$ cat src/rtl/muldiv_unit.sv
// muldiv_unit: iterative radix-2 multiply/divide unit with architectural HI/LO
// registers. One multiply or divide step per cycle; the result is sign-corrected
// and written to HI/LO in a final cycle, followed by a one-cycle done pulse.
module muldiv_unit #(
    parameter int WIDTH = 32
) (
    input  logic             clk,
    input  logic             rst,
    input  logic             start,
    input  logic [2:0]       op,
    input  logic [WIDTH-1:0] a,
    input  logic [WIDTH-1:0] b,
    output logic             busy,
    output logic             done,
    output logic [WIDTH-1:0] hi,
    output logic [WIDTH-1:0] lo
);

    localparam int            CW   = $clog2(WIDTH);
    localparam logic [CW-1:0] LAST = CW'(WIDTH - 1);

    typedef enum logic [1:0] {
        IDLE,
        RUN,
        FIN
    } state_t;

    state_t state;
    state_t state_next;

    logic [CW-1:0]        cnt;
    logic                 is_div;
    logic                 b_zero;
    logic                 neg_main;
    logic                 neg_rem;
    logic [WIDTH-1:0]     opnd;
    logic [WIDTH-1:0]     a_raw;
    logic [2*WIDTH-1:0]   acc;
    logic [WIDTH-1:0]     rem;
    logic [WIDTH-1:0]     quo;

    logic                 accept_md;
    logic [WIDTH-1:0]     a_mag;
    logic [WIDTH-1:0]     b_mag;
    logic [WIDTH:0]       mul_sum;
    logic [WIDTH:0]       div_shift;
    logic                 div_ge;
    logic [WIDTH-1:0]     div_diff;
    logic [2*WIDTH-1:0]   prod_fix;
    logic [WIDTH-1:0]     quo_fix;
    logic [WIDTH-1:0]     rem_fix;

    assign busy = (state != IDLE);

    // Operand magnitudes and single-step arithmetic for both iterative datapaths
    always_comb begin
        accept_md = start && (state == IDLE) && !op[2];
        a_mag     = (op[0] && a[WIDTH-1]) ? -a : a;
        b_mag     = (op[0] && b[WIDTH-1]) ? -b : b;
        mul_sum   = {1'b0, acc[2*WIDTH-1:WIDTH]} + (acc[0] ? {1'b0, opnd} : '0);
        div_shift = {rem, quo[WIDTH-1]};
        div_ge    = (div_shift >= {1'b0, opnd});
        div_diff  = div_shift[WIDTH-1:0] - opnd;
        prod_fix  = neg_main ? -acc : acc;
        quo_fix   = neg_main ? -quo : quo;
        rem_fix   = neg_rem ? -rem : rem;
    end

    // State register
    always_ff @(posedge clk) begin
        if (rst) begin
            state <= IDLE;
        end else begin
            state <= state_next;
        end
    end

    // Next-state logic: IDLE -> RUN on an accepted mul/div, WIDTH steps, then FIN
    always_comb begin
        state_next = state;
        case (state)
            IDLE:    if (accept_md) state_next = RUN;
            RUN:     if (cnt == LAST) state_next = FIN;
            FIN:     state_next = IDLE;
            default: state_next = IDLE;
        endcase
    end

    // Datapath: operand capture, iteration, result write-back and direct HI/LO moves
    always_ff @(posedge clk) begin
        if (rst) begin
            cnt      <= '0;
            is_div   <= 1'b0;
            b_zero   <= 1'b0;
            neg_main <= 1'b0;
            neg_rem  <= 1'b0;
            opnd     <= '0;
            a_raw    <= '0;
            acc      <= '0;
            rem      <= '0;
            quo      <= '0;
            hi       <= '0;
            lo       <= '0;
            done     <= 1'b0;
        end else begin
            done <= 1'b0;
            case (state)
                IDLE: begin
                    if (start) begin
                        case (op)
                            3'b000, 3'b001, 3'b010, 3'b011: begin
                                cnt      <= '0;
                                is_div   <= op[1];
                                b_zero   <= (b == '0);
                                neg_main <= op[0] & (a[WIDTH-1] ^ b[WIDTH-1]);
                                neg_rem  <= op[0] & a[WIDTH-1];
                                a_raw    <= a;
                                if (op[1]) begin
                                    opnd <= b_mag;
                                    quo  <= a_mag;
                                    rem  <= '0;
                                end else begin
                                    opnd <= a_mag;
                                    acc  <= {{WIDTH{1'b0}}, b_mag};
                                end
                            end
                            3'b100:  hi <= a;
                            3'b101:  lo <= a;
                            default: ;
                        endcase
                    end
                end
                RUN: begin
                    cnt <= cnt + 1'b1;
                    if (is_div) begin
                        rem <= div_ge ? div_diff : div_shift[WIDTH-1:0];
                        quo <= {quo[WIDTH-2:0], div_ge};
                    end else begin
                        acc <= {mul_sum, acc[WIDTH-1:1]};
                    end
                end
                FIN: begin
                    done <= 1'b1;
                    if (!is_div) begin
                        hi <= prod_fix[2*WIDTH-1:WIDTH];
                        lo <= prod_fix[WIDTH-1:0];
                    end else if (b_zero) begin
                        hi <= a_raw;
                        lo <= '1;
                    end else begin
                        hi <= rem_fix;
                        lo <= quo_fix;
                    end
                end
                default: ;
            endcase
        end
    end

endmodule

$ cat config.mk
export PLATFORM = sky130hd
export DESIGN_NAME = muldiv_unit
export DESIGN_NICKNAME = d
export VERILOG_FILES = /design/src/rtl/muldiv_unit.sv
export SDC_FILE = /design/constraint.sdc
export NUM_CORES = 1
export LEC_CHECK = 0
export CORE_MARGIN = 2
export CORE_UTILIZATION = 40
export DETAILED_ROUTE_END_ITERATION = 12
export SKIP_LAST_GASP = 1
export SLEW_MARGIN = 20
export SYNTH_ARGS = -nofsm -noshare
export SYNTH_HDL_FRONTEND = slang
export SYNTH_SLANG_ARGS = --single-unit
$ cat constraint.sdc
create_clock -name clk -period 4.85 [get_ports clk]
set_clock_uncertainty 0.2 [all_clocks]
set_input_delay 0.97 -clock clk [delete_from_list [all_inputs] [get_ports clk]]
set_output_delay 0.97 -clock clk [all_outputs]
set_load 0.02 [all_outputs]
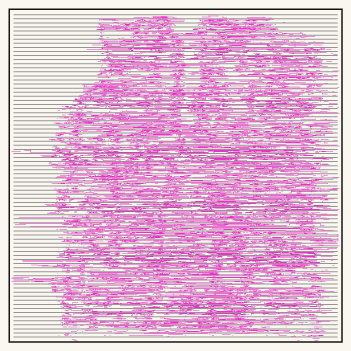
*Metal 1*
Scale: 1.5 px per µm. Supply wires on this layer in grey.
share of all routed wire: 44%
nets with wire on the layer: 2,562
final WL: 77,270 µm
met1 global-route usage: 44.37%
routed via count: 19,760

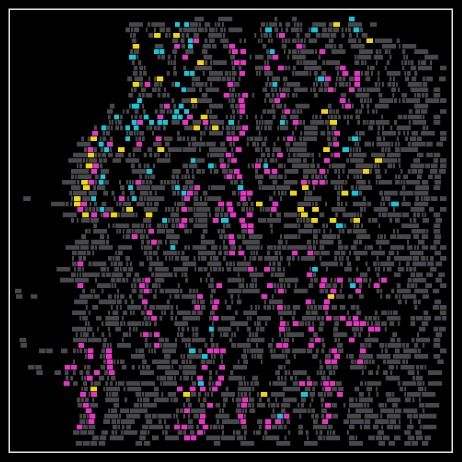
*Selected gate families*
Scale: 2 px per µm.
| family | colour | cells | most used |
|---|---|---|---|
| multiplexers | yellow | 44 | mux2i_1 |
| XOR/XNOR gates | magenta | 227 | xnor2_1 |
| AND-OR and OR-AND gates | cyan | 68 | a21o_1 |
Commonest Layout Cell: nand2_1
final cell count without fillers: 3,224
combinational share of cell area: 57.31%

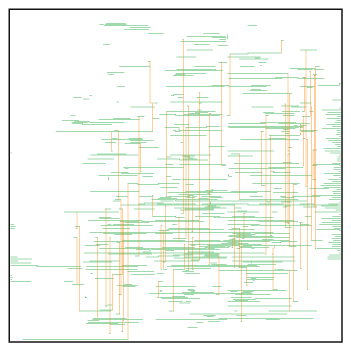
*Signal wires by layer*
Scale: 1.5 px per µm. Only two layers are drawn.
| layer | colour | wire length |
|---|---|---|
| met4 | orange | 3,220 µm |
| met3 | green | 7,660 µm |
drt wl/cell: 23.97 µm
Total GRT Usage: 30.54%

==> flow_metrics.py <==
# Auto-generated metrics
metrics = {
    "floorplanning": {
        "core_um2": 46460,
        "placementRows": 79,
        "die_area_um2": 48740,
        "io_pins": 136,
        "fp.dieH_um": 220.8,
        "fp_util_pct": 40.46,
        "tapCellCount": 607,
    },
    "cells_and_area": {
        "top_register": "acc",
        "drive_gt1_share_pct": 5.999,
        "clock_cell_area_share_pct": 4.565,
        "inverters_excl_clock": 74,
        "post-route-cell-area_um2": 21790,
        "num_antenna_cells": 0,
        "num-clock-buffers": 52,
        "ff_count": 268,
        "layout.area.comb_um2": 12490,
    },
    "detailed_routing": {
        "first_iter_violations": 2350,
        "wl_met2_um": 32110,
        "wl_met1_um": 34280,
        "antenna_left": 0,
        "wl_met3_um": 7660,
        "top_layer_used": "met4",
    },
    "timing": {
        "slew_violations": 0,
        "max_freq_mhz": 242.6,
        "setup_tns_ns": 0,
        "min_period_ns": 4.122,
        "hold_viol_final": 0,
        "relSlewSlack_pct": 23.40,
        "final-setup-viol-count": 0,
    },
    "outcome": {
        "status": "completed",
    },
    "critical_path": {
        "crit_path_cell_trace": "inv_1, ha_1, inv_1, fa_1, a21o_1, a21oi_1, o21bai_1, a211oi_1, o221a_2, o21ai_0, a311oi_1, mux2i_1, nand2_1",
        "worst_path_dominant_cell_family": "AND-OR/OR-AND gates",
        "worstPathArrival_ns": 4.41,
        "cp_slowest_cell": "a211oi_1",
        "cpMostUsedCell": "inv_1",
        "startpoint": "quo[31]$_SDFFE_PP0P_",
        "ff2ff_setup_slack_ns": 0.73,
        "r2r_start": "quo[31]$_SDFFE_PP0P_",
        "worstPathBufferInverterCount": 2,
        "r2r_cells": 13,
        "max_stage_delay_ns": 0.64,
        "startpoint_type": "register",
        "reg2reg_to": "rem[30]$_SDFFE_PP0P_",
        "cp.depth": 13,
        "crit_fanout": 5,
    },
    "synthesis": {
        "synth_top_flop_cell": "dfxtp_1",
        "synthAdderAreaFrac_pct": 4.940,
        "syn-num-nets": 2680,
        "top_area_cell": "dfxtp_1",
        "top_logic_kind": "AND-OR/OR-AND gates",
        "top_area_share_pct": 28.55,
        "synth_flop_count": 268,
        "ys_area_um2": 18790,
        "synth_top_cell_by_count": "nor2_1",
        "avgSynthCellArea_um2": 7.408,
        "xor_share_pct": 10.58,
        "ys_warn_count": 0,
        "ys_sh_simple_pct": 21.02,
    },
    "hold_path": {
        "min_path_type": "reg2reg",
    },
    "place": {
        "hpwl_um": 59080,
        "place_area_um2": 20790,
        "numPortBuffers": 135,
        "dp_cells": 3170,
    },
    "pwr": {
        "pwr-share-seq_pct": 38.7,
        "power.internal_uw": 4192,
        "p_switching_uw": 2070,
        "p_seq_uw": 2420,
        "swShare_pct": 33.06,
        "maxPowerGroup": "registers",
        "totalPowerFinal_uw": 6261,
    },
    "global_route": {
        "use_met2_pct": 45.06,
        "met3_usage_pct": 4.852,
        "antenna_found_initial": 0,
    },
    "clocking": {
        "clkTransAtPathRegs_ns": 0.06,
        "numCtsBuffers": 31,
        "htree_levels": 1,
    },
    "job": {
        "warnings": 26,
        "maxCapViolCount": 0,
    },
}
No activity file was given, so power comes from the tool's default toggle rates.
